**Run 1: clock distribution**

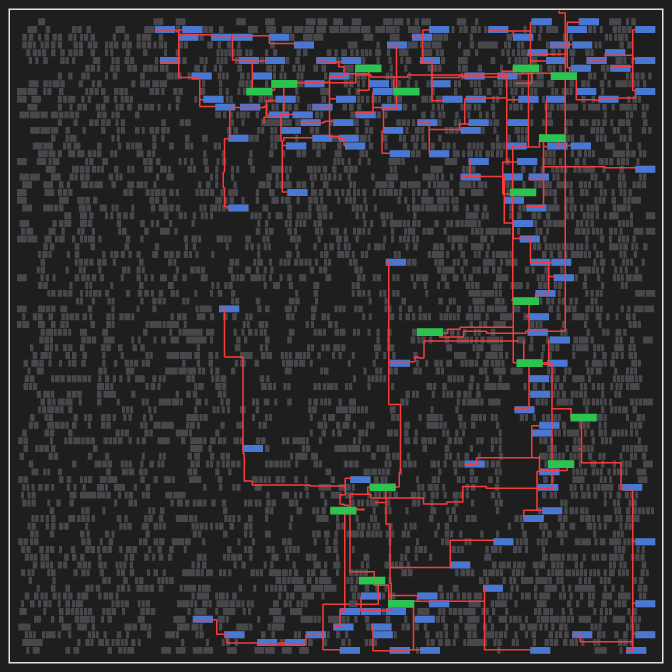
**Run 1: pin placement**

Pins as bars across the die edge, other pins in grey.
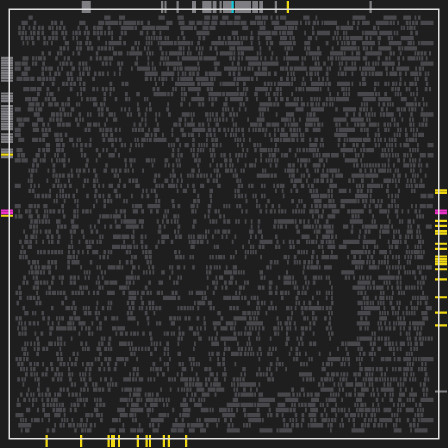
**Run 1: clock nets**

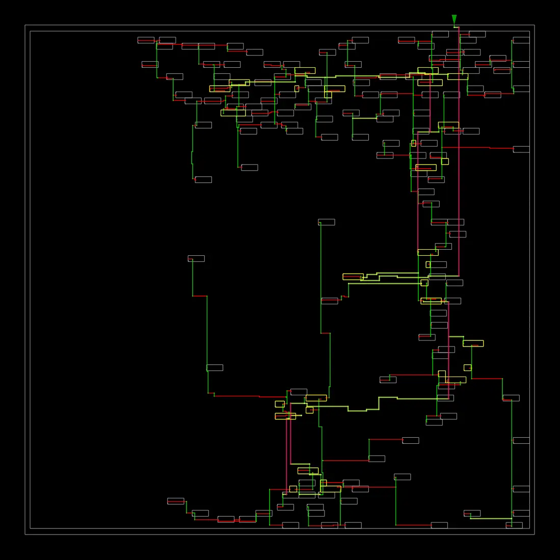
File: config.mk
export PLATFORM = sky130hd
export DESIGN_NAME = alu_seq
export DESIGN_NICKNAME = d
export VERILOG_FILES = /design/src/rtl/alu_seq_pkg.sv /design/src/rtl/alu_seq_iter.sv /design/src/rtl/alu_seq.sv
export SDC_FILE = /design/constraint.sdc
export NUM_CORES = 1
export LEC_CHECK = 0
export ABC_AREA = 1
export CAP_MARGIN = 20
export CORE_MARGIN = 2
export CORE_UTILIZATION = 40
export DETAILED_ROUTE_END_ITERATION = 16
export PLACE_DENSITY_LB_ADDON = 0.12
export RECOVER_POWER = 50
export SLEW_MARGIN = 40
export SYNTH_ARGS = -nofsm -noshare
export SYNTH_HDL_FRONTEND = slang
export SYNTH_HIERARCHICAL = 1
export SYNTH_SLANG_ARGS = --single-unit
File: constraint.sdc
create_clock -name clk -period 5.2 [get_ports clk]
set_input_delay 1.04 -clock clk [delete_from_list [all_inputs] [get_ports clk]]
set_output_delay 1.04 -clock clk [all_outputs]
set_load 0.02 [all_outputs]
File: src/rtl/alu_seq_pkg.sv
// Shared types for the sequential ALU: op codes, FSM states, iterative-unit modes.
// Build macro ALU_SEQ_DIV_EN enables the DIVU/REMU datapath.
package alu_seq_pkg;

  localparam int ALU_SEQ_WIDTH = 32;

  typedef enum logic [3:0] {
    OP_ADD  = 4'd0,
    OP_SUB  = 4'd1,
    OP_AND  = 4'd2,
    OP_OR   = 4'd3,
    OP_XOR  = 4'd4,
    OP_SRL  = 4'd5,
    OP_SLL  = 4'd6,
    OP_ROTR = 4'd7,
    OP_MOV  = 4'd8,
    OP_MUL  = 4'd9,
    OP_DIVU = 4'd10,
    OP_REMU = 4'd11
  } op_e;

  typedef enum logic {
    ST_IDLE = 1'b0,
    ST_ITER = 1'b1
  } state_e;

  typedef enum logic [1:0] {
    MODE_MUL  = 2'd0,
    MODE_DIVU = 2'd1,
    MODE_REMU = 2'd2
  } iter_mode_e;

endpackage

File: src/rtl/alu_seq_iter.sv
// One-bit-per-cycle datapath shared by shift-add multiply and restoring divide.
// Divide support is built only when ALU_SEQ_DIV_EN is defined.
module alu_seq_iter
  import alu_seq_pkg::*;
#(
  parameter int WIDTH = ALU_SEQ_WIDTH
) (
  input  logic             clk,
  input  logic             reset,
  input  logic             start,
  input  logic             active,
  input  iter_mode_e       mode,
  input  logic [WIDTH-1:0] src_a,
  input  logic [WIDTH-1:0] src_b,
  output logic             last,
  output logic [WIDTH-1:0] result,
  output logic             overflow
);

  localparam int CNTW = $clog2(WIDTH);

  logic [WIDTH-1:0] hi_r;
  logic [WIDTH-1:0] lo_r;
  logic [WIDTH-1:0] opnd_r;
  logic [CNTW-1:0]  cnt_r;
  iter_mode_e       mode_r;
  logic [WIDTH-1:0] hi_nx_s;
  logic [WIDTH-1:0] lo_nx_s;
  logic [WIDTH:0]   sum_s;
`ifdef ALU_SEQ_DIV_EN
  logic             dz_r;
  logic [WIDTH:0]   rem_sh_s;
  logic [WIDTH-1:0] diff_s;
`endif

  assign last = active && (cnt_r == CNTW'(WIDTH - 1));

  // Next value of {hi,lo} for one iteration of the selected algorithm.
  always_comb begin
    sum_s   = {(WIDTH+1){1'b0}};
    hi_nx_s = hi_r;
    lo_nx_s = lo_r;
`ifdef ALU_SEQ_DIV_EN
    rem_sh_s = {hi_r, lo_r[WIDTH-1]};
    diff_s   = rem_sh_s[WIDTH-1:0] - opnd_r;
`endif
    case (mode_r)
      MODE_MUL: begin
        // hi accumulates the partial product; lo shifts multiplier bits out as product bits shift in
        if (lo_r[0]) begin
          sum_s = {1'b0, hi_r} + {1'b0, opnd_r};
        end else begin
          sum_s = {1'b0, hi_r};
        end
        hi_nx_s = sum_s[WIDTH:1];
        lo_nx_s = {sum_s[0], lo_r[WIDTH-1:1]};
      end
`ifdef ALU_SEQ_DIV_EN
      MODE_DIVU, MODE_REMU: begin
        if (rem_sh_s >= {1'b0, opnd_r}) begin
          hi_nx_s = diff_s;
          lo_nx_s = {lo_r[WIDTH-2:0], 1'b1};
        end else begin
          hi_nx_s = rem_sh_s[WIDTH-1:0];
          lo_nx_s = {lo_r[WIDTH-2:0], 1'b0};
        end
      end
`endif
      default: begin
        hi_nx_s = hi_r;
        lo_nx_s = lo_r;
      end
    endcase
  end

  // Result taken from the post-iteration value so the top can load it on the last cycle.
  always_comb begin
    result   = lo_nx_s;
    overflow = |hi_nx_s;
`ifdef ALU_SEQ_DIV_EN
    if (mode_r == MODE_REMU) begin
      result = hi_nx_s;
    end else begin
      result = lo_nx_s;
    end
    if (mode_r == MODE_MUL) begin
      overflow = |hi_nx_s;
    end else begin
      overflow = dz_r;
    end
`endif
  end

  // Operand load on start, one iteration per active cycle.
  always_ff @(posedge clk) begin
    if (reset) begin
      hi_r   <= {WIDTH{1'b0}};
      lo_r   <= {WIDTH{1'b0}};
      opnd_r <= {WIDTH{1'b0}};
      cnt_r  <= {CNTW{1'b0}};
      mode_r <= MODE_MUL;
`ifdef ALU_SEQ_DIV_EN
      dz_r   <= 1'b0;
`endif
    end else if (start) begin
      hi_r   <= {WIDTH{1'b0}};
      lo_r   <= src_a;
      opnd_r <= src_b;
      cnt_r  <= {CNTW{1'b0}};
      mode_r <= mode;
`ifdef ALU_SEQ_DIV_EN
      dz_r   <= (src_b == {WIDTH{1'b0}});
`endif
    end else if (active) begin
      hi_r  <= hi_nx_s;
      lo_r  <= lo_nx_s;
      cnt_r <= cnt_r + CNTW'(1);
    end
  end

endmodule

File: src/rtl/alu_seq.sv
// Sequential ALU: single-cycle ops computed here, MUL (and DIVU/REMU when
// ALU_SEQ_DIV_EN is defined) handed to alu_seq_iter; one registered output slot.
module alu_seq
  import alu_seq_pkg::*;
#(
  parameter int WIDTH = ALU_SEQ_WIDTH,
  parameter int SHW   = $clog2(WIDTH)
) (
  input  logic             clk,
  input  logic             reset,
  input  logic             in_valid,
  output logic             in_ready,
  input  logic [3:0]       op,
  input  logic [WIDTH-1:0] src1,
  input  logic [WIDTH-1:0] src2,
  output logic             out_valid,
  input  logic             out_ready,
  output logic [WIDTH-1:0] result,
  output logic             overflow,
  output logic             busy
);

  localparam logic [SHW:0] WIDTH_V = (SHW+1)'(WIDTH);

  state_e           state_r;
  logic             accept_s;
  logic             start_s;
  logic             is_multi_s;
  iter_mode_e       mode_s;
  logic [WIDTH-1:0] sum_s;
  logic [WIDTH-1:0] diff_s;
  logic [SHW-1:0]   amt_s;
  logic [SHW:0]     inv_amt_s;
  logic [WIDTH-1:0] alu_res_s;
  logic             alu_ovf_s;
  logic             iter_last_s;
  logic [WIDTH-1:0] iter_res_s;
  logic             iter_ovf_s;

  assign in_ready  = !reset && (state_r == ST_IDLE) && (!out_valid || out_ready);
  assign accept_s  = in_valid && in_ready;
  assign start_s   = accept_s && is_multi_s;
  assign busy      = (state_r == ST_ITER);
  assign sum_s     = src1 + src2;
  assign diff_s    = src1 - src2;
  assign amt_s     = src2[SHW-1:0];
  assign inv_amt_s = WIDTH_V - {1'b0, amt_s};

  // Single-cycle result and signed-overflow flag.
  always_comb begin
    alu_res_s = {WIDTH{1'b0}};
    alu_ovf_s = 1'b0;
    case (op_e'(op))
      OP_ADD: begin
        alu_res_s = sum_s;
        alu_ovf_s = (src1[WIDTH-1] == src2[WIDTH-1]) && (sum_s[WIDTH-1] != src1[WIDTH-1]);
      end
      OP_SUB: begin
        alu_res_s = diff_s;
        alu_ovf_s = (src1[WIDTH-1] != src2[WIDTH-1]) && (diff_s[WIDTH-1] != src1[WIDTH-1]);
      end
      OP_AND:  alu_res_s = src1 & src2;
      OP_OR:   alu_res_s = src1 | src2;
      OP_XOR:  alu_res_s = src1 ^ src2;
      OP_SRL:  alu_res_s = src1 >> amt_s;
      OP_SLL:  alu_res_s = src1 << amt_s;
      // amount 0 gives a WIDTH-bit left shift, which contributes nothing
      OP_ROTR: alu_res_s = (src1 >> amt_s) | (src1 << inv_amt_s);
      OP_MOV:  alu_res_s = src1;
      default: begin
        alu_res_s = {WIDTH{1'b0}};
        alu_ovf_s = 1'b0;
      end
    endcase
  end

  // Decode which ops run on the iterative unit.
  always_comb begin
    is_multi_s = 1'b0;
    mode_s     = MODE_MUL;
    case (op_e'(op))
      OP_MUL: begin
        is_multi_s = 1'b1;
        mode_s     = MODE_MUL;
      end
`ifdef ALU_SEQ_DIV_EN
      OP_DIVU: begin
        is_multi_s = 1'b1;
        mode_s     = MODE_DIVU;
      end
      OP_REMU: begin
        is_multi_s = 1'b1;
        mode_s     = MODE_REMU;
      end
`endif
      default: begin
        is_multi_s = 1'b0;
        mode_s     = MODE_MUL;
      end
    endcase
  end

  alu_seq_iter #(
    .WIDTH (WIDTH)
  ) u_iter (
    .clk      (clk),
    .reset    (reset),
    .start    (start_s),
    .active   (busy),
    .mode     (mode_s),
    .src_a    (src1),
    .src_b    (src2),
    .last     (iter_last_s),
    .result   (iter_res_s),
    .overflow (iter_ovf_s)
  );

  // Control FSM and output register.
  always_ff @(posedge clk) begin
    if (reset) begin
      state_r   <= ST_IDLE;
      out_valid <= 1'b0;
      result    <= {WIDTH{1'b0}};
      overflow  <= 1'b0;
    end else begin
      case (state_r)
        ST_IDLE: begin
          if (start_s) begin
            state_r   <= ST_ITER;
            out_valid <= 1'b0;
          end else if (accept_s) begin
            out_valid <= 1'b1;
            result    <= alu_res_s;
            overflow  <= alu_ovf_s;
          end else if (out_ready) begin
            out_valid <= 1'b0;
          end
        end
        ST_ITER: begin
          if (iter_last_s) begin
            state_r   <= ST_IDLE;
            out_valid <= 1'b1;
            result    <= iter_res_s;
            overflow  <= iter_ovf_s;
          end
        end
        default: begin
          state_r   <= ST_IDLE;
          out_valid <= 1'b0;
        end
      endcase
    end
  end

endmodule

==> flow_metrics.tcl, run 1 <==
# implementation run metrics
set metrics [dict create \
    status "finished, violations left" \
    failed_checks "max-capacitance violations, max-slew violations" \
    postCtsSetupBuffers 0 \
    hold-worst-slack_ps 459 \
    number_of_gates_given_a_new_drive_strength_after_cts 0 \
    ios 108 \
    post_route_antenna_net_violation_count 0 \
    power.group.top "combinational logic" \
    largest_area_cell "nand2_1" \
    synth-simple-area-share_pct 47.3 \
    fraction_of_final_layout_cells_with_drive_strength_greater_than_1_pct 5.43 \
    die_w_um 229 \
    clkTransAtPathRegs_ps 70 \
    synthArstFlopShare_pct 0 \
    fp.dieH_um 229 \
    power_report.internal_total_uw 2300 \
    leakagePower_uw 0.0110 \
    area_leaders "nand2_1 23%, nand3_1 14%, dfxtp_1 14%" \
    critical_path.startpoint_type "input pin" \
    report.final.slew_viol_count 33 \
    timing.hold.worst.class "flip-flop to flip-flop" \
    max-cap-violations 1 \
    antenna_found_initial 7 \
    period_needed_ps 4180 \
    power_switching_share_pct 45.8 \
    maxSlewHeadroom_pct -10.5 \
    grt_first_pass_wirelength_um 170000 \
    final_cell_count_no_fill 4526 \
    log.warning_count 93 \
    power.share.combinational_pct 42.9 \
    rsz_0062_raised_after_global_routing "no" \
    synth.top_cells.by_count "1241 x nand2_1, 563 x nand3_1, 432 x inv_1, 290 x a21oi_1, 265 x nor2_1" \
    num-nets-final 4047 \
    netlist_logic_family_top "simple AND/OR/NAND/NOR gates" \
    postSynthSeqShare_pct 13.7 \
    detailedPlacementHpwl_um 93800 \
    design_area_um2 22600 \
    fp-utilization_pct 40.4 \
    fa_ha_area_share_pct 8.61 \
    register_bit_total_from_synthesis 138 \
    worst_r2r_path_depth 20 \
    drt-wirelength-per-cell_um 26.2 \
    tritoncts "done" \
    worstPathCellList "dlygate4sd3_1 -> inv_1 -> nor2_1 -> nand3_1 -> nor2_1 -> a21oi_1 -> nand2_1 -> inv_2 -> o21ai_0 -> a21oi_1" \
    drt_iter0_drcs 3442 \
    synth_area_per_cell_um2 5.31 \
    finClkSkew_ps 17.2 \
    critical_path.n_buffers_inverters 3 \
    edf_count 0 \
    post-place-cells 4491 \
    synthesis.area_um2 20200 \
    yosysTopAreaCellShare_pct 23.1 \
    comb_cell_power_uw 1820 \
    r2r_setup_slack_ps 1340 \
    placed_area_um2 22000 \
    syn-instance-count 3795 \
    crit_path_max_incr_delay_ps 780 \
    final_cell_mix "1241 x nand2_1, 563 x nand3_1, 432 x inv_1, 290 x a21oi_1, 261 x nor2_1" \
    ctsHoldBuffers 0 \
    detail_route.first_pass.iterations 7 \
    crit_type "input pin to flip-flop" \
    routabilityCongestion 1.13 \
    sequentialPowerShare_pct 26.5 \
    vias_in_the_first_global_route 25300 \
    power.switching_uw 1940 \
    pin_count_of_the_biggest_net_entering_global_routing 72 \
    worst_ep_arrival_time_ps 4530 \
    hold_start "u_iter/mode_r[0]$_SDFFE_PP0P_" \
    powerClk_uw 1300 \
    placement_rows 82 \
    worst_r2r_startpoint "u_iter/opnd_r[0]$_SDFFE_PP0P_" \
    core_region_area_um2 50000 \
    worstSetupEndpointType "flip-flop" \
    flop_cell "dfxtp_1" \
    ys.warnings.count 6 \
    ctsRootBufferMaster "clkbuf_16" \
    worst_hold_path_ep "u_iter/mode_r[0]$_SDFFE_PP0P_" \
    setup_viol 0 \
    setup_total_negative_slack_ps 0 \
    ys_cells 3795 \
]
About 'clock distribution':
- clock-net drivers: green (count 17)
- flip-flops: blue (count 138)
- clock wires: red (length 2600 um)
- routed clock nets: 18

About 'pin placement':
- op: magenta (pins 4; direction input; edge 2 left, 2 right)
- src2: yellow (pins 32; direction input; edge 17 right, 12 bottom, 2 left, 1 top)
- overflow: cyan (pins 1; direction output; edge top)
- all pins by edge: 41 top, 35 left, 20 right, 12 bottom

About 'clock nets':
number of buffers created by CTS: 17
source-to-sink clock delay at the later pin of the worst-skew pair: 460 ps
TritonCTS sink count: 138

-- run 1: worst max-delay path by stage --
stage | from | cells after the start | slack (ps) | end
after CTS | src1[0] | 16 | 1240 | result[26]$_SDFFE_PP0P_
final | op[3] | 10 | 1020 | result[3]$_SDFFE_PP0P_
after global placement | src1[0] | 16 | 690 | result[26]$_SDFFE_PP0P_
after global routing | src1[0] | 18 | 950 | result[18]$_SDFFE_PP0P_
after floorplan | src2[3] | 17 | 1850 | result[10]$_SDFFE_PP0P_
after detailed placement | src1[0] | 14 | 750 | result[10]$_SDFFE_PP0P_
-- run 1: state kept, by name, summed over array words and instances, names as in the netlist --
| register | flops |
|---|---|
| result | 32 |
| out_valid | 1 |
| overflow | 1 |
| busy | 1 |
| u_iter/mode_r | 2 |
| u_iter/hi_r | 32 |
| u_iter/lo_r | 32 |
| u_iter/cnt_r | 5 |
| u_iter/opnd_r | 32 |
-- run 1: final cells by class --
class | count | area [um2]
fill | 5763 | 27400
multi-input combinational | 3022 | 14900
sequential | 138 | 2760
timing repair buffer | 202 | 1770
inverter | 457 | 1720
tap | 672 | 841
clock buffer | 17 | 425
clock inverter | 14 | 155
antenna | 4 | 10.0
-- run 1: metrics by stage --
stage / power [uW] / worst slack, ps / utilization (%)
after floorplan: 2140 / 1850 / -
after global placement: 2910 / 689 / 44.0
after detailed placement: 2890 / 750 / 44.0
after CTS: 4190 / 1240 / 45.2
after global routing: 4400 / 951 / 45.1
final: 4240 / 1020 / 45.1
-- run 1: layer usage --
layer	GRT usage (%)	vias to the layer above	routed length, um
li1	-	12500	-
met1	52.3	12300	44200
met2	68.6	1576	50700
met3	9.77	438	12100
met4	35.9	6	11400
met5	0	-	89
--- run 2 (diff from run 1) ---
clock period = 3.76 ns   (was 5.2 ns; I/O delays follow)
**Run 2: pin placement**

Pins as bars across the die edge, other pins in grey.
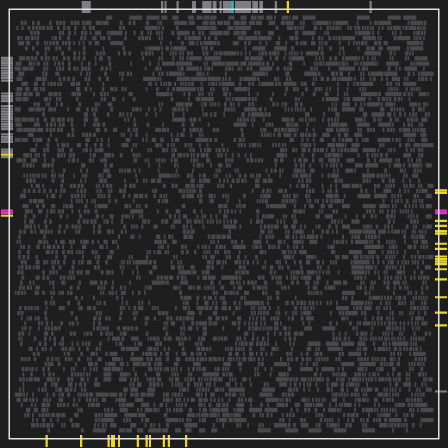
- op: magenta (pins 4; direction input; edge 2 left, 2 right)
- overflow: cyan (pins 1; direction output; edge top)
- src2: yellow (pins 32; direction input; edge 17 right, 12 bottom, 2 left, 1 top)
- all pins by edge: 41 top, 35 left, 20 right, 12 bottom

==> run 2 against run 1 <==
  * The flow now finishes without violations
  * Power increased by 41%
  * Global-route usage up 0.88 points
  * Count of clock-buffer cells in the layout is 1 higher
  * Setup slack lost 830 ps
  * Largest power group unchanged
==> flow_metrics.tcl, run 2 <==
# implementation run metrics
set metrics [dict create \
    status "finished clean" \
    timing.hold.worst.class "flip-flop to flip-flop" \
    setup_total_negative_slack_ps 0 \
    cts_made_buffers 17 \
    drt-wirelength-per-cell_um 25.6 \
    fraction_of_final_layout_cells_with_drive_strength_greater_than_1_pct 9.76 \
    period_needed_ps 3580 \
    grt-ovfl-total 0 \
    hold-worst-slack_ps 457 \
    synth-area-yosys_um2 20200 \
    finClkSkew_ps 22.5 \
    number_of_gates_given_a_new_drive_strength_after_cts 0 \
    post_route_antenna_net_violation_count 0 \
    antenna_found_initial 4 \
    ys_cells 3795 \
    netlist.top_cell.by_instances "nand2_1" \
    design_area_um2 24000 \
    grt_first_pass_wirelength_um 173000 \
    fillers 5670 \
    yosysTopAreaCellShare_pct 23.1 \
    area_leaders "nand2_1 23%, nand3_1 14%, dfxtp_1 14%" \
    ctsRootBufferMaster "clkbuf_16" \
    ctsHoldBuffers 0 \
    core_region_area_um2 50000 \
    critical_path_fanout_max 5 \
    worst_ep_arrival_time_ps 3930 \
    vias_in_the_first_global_route 25800 \
    cts_sinks 138 \
    max_slew.worst_pin.slew_ps 821 \
    synthArstFlopShare_pct 0 \
    buffers_excl_clock 387 \
    routabilityCongestion 1.12 \
    ys.warnings.count 6 \
    final_cell_mix "1241 x nand2_1, 563 x nand3_1, 432 x inv_1, 290 x a21oi_1, 267 x buf_4" \
    synth_area_per_cell_um2 5.31 \
    pin_count_of_the_biggest_net_entering_global_routing 82 \
    worst-endpoint-required_ps 4110 \
    detailedPlacementHpwl_um 97400 \
    die_w_um 229 \
    tritoncts "done" \
    synthesis.area_um2 20200 \
    setup_viol 0 \
    leakagePower_uw 0.0119 \
    num-clock-buffers 18 \
    post-route-worst-setup-slack_ps 180 \
    clock_path_buffers 2 \
    clk_share_pct 2.29 \
    critical_path.startpoint_type "input pin" \
    flop_cell "dfxtp_1" \
    placement_rows 82 \
    sh_seq_area_pct 11.5 \
    register_bit_total_from_synthesis 138 \
    layout.area.top_class "logic gates" \
    fraction_of_area_in_multi_input_gates_pct 62.1 \
    post-place-cells 4676 \
    num_antenna_cells 3 \
    clkTransAtPathRegs_ps 60 \
    crit_type "input pin to flip-flop" \
    clock.latency.late_pin_ps 480 \
    edf_count 0 \
    htree_levels 4 \
    placed_area_um2 23400 \
    buf_share_pct 13.4 \
    final_cell_count_no_fill 4710 \
    finalCoreUtilization_pct 47.9 \
    preCtsSetupSlack_ps -83.2 \
    detail_route.first_pass.iterations 6 \
    final.signal_inverter_count 457 \
    postSynthSeqShare_pct 13.7 \
    maxSlewHeadroom_pct 44.9 \
    syn-instance-count 3795 \
    fp.dieH_um 229 \
    postCtsSetupBuffers 0 \
    finalCritPeriodShare_pct 95.2 \
    flop-count 138 \
    tapCellCount 672 \
    nMultiInputCombCells 3022 \
    lay_top_count "nand2_1" \
    ios 108 \
    final_total_pwr_uw 6000 \
    num-nets-final 4232 \
    synth.top_cells.by_count "1241 x nand2_1, 563 x nand3_1, 432 x inv_1, 290 x a21oi_1, 265 x nor2_1" \
    fp-utilization_pct 40.4 \
    rsz_0062_raised_after_global_routing "no" \
    multiInputGateArea_um2 14900 \
    log.warning_count 93 \
    drt_iter0_drcs 3549 \
    largest_area_cell "nand2_1" \
    register_area_um2 2760 \
    worstSetupEndpointType "flip-flop" \
    max-cap-violations 0 \
    report.final.slew_viol_count 0 \
]
==> run 2: cell counts after synthesis <==
Identical to the previous run, type by type.
==> run 2: routing by layer <==
metal  wire [um]  vias to the layer above  GRT usage [%]
li1            -                    12900              -
met1       46700                    12600           54.5
met2       50200                     1691           68.1
met3       11600                      423           9.51
met4       11900                        2           38.1
met5          13                        -              0
==> run 2: report_power, final <==
part           switching [uW]  internal, uW
logic                    1890           863
clock network             790           910
registers                42.9          1510
==> run 2: logic make-up (layout without fill, tap and decap cells) <==
family	after synthesis	after routing	synth area share (%)
AND-OR/OR-AND	643	643	17.2
XOR/XNOR	5	5	0.254
multiplexers	5	5	0.248
buffers and inverters	636	875	12.7
flip-flops	138	138	13.7
AND/OR/NAND/NOR	2230	2230	47.3
adder cells (fa/ha/maj)	137	137	8.61
other	1	5	0.0186
==> run 2: worst paths after layout <==
path                                 startpoint                            end  slack [ps]  cells past startpoint
setup / recovery                       src1[14]        result[24]$_SDFFE_PP0P_         180                     15
hold / removal    u_iter/mode_r[0]$_SDFFE_PP0P_  u_iter/mode_r[0]$_SDFFE_PP0P_         460                      2
setup reg to reg  u_iter/opnd_r[0]$_SDFFE_PP0P_          overflow$_SDFFE_PP0P_         340                     22
hold reg to reg   u_iter/mode_r[0]$_SDFFE_PP0P_  u_iter/mode_r[0]$_SDFFE_PP0P_         460                      2
==> run 2: critical path, stage by stage <==
cell	delay, ps
clkdlybuf4s50_1	420
inv_1	520
ha_1	440
buf_4	190
nor2_1	150
buf_4	150
nand2_1	100
nor2_1	240
nand3_1	140
nand3_1	100
nand2_1	50
nand3_1	70
nand4_1	340
nand2_1	170
a21oi_1	80
No activity file was given, so power comes from the tool's default toggle rates.
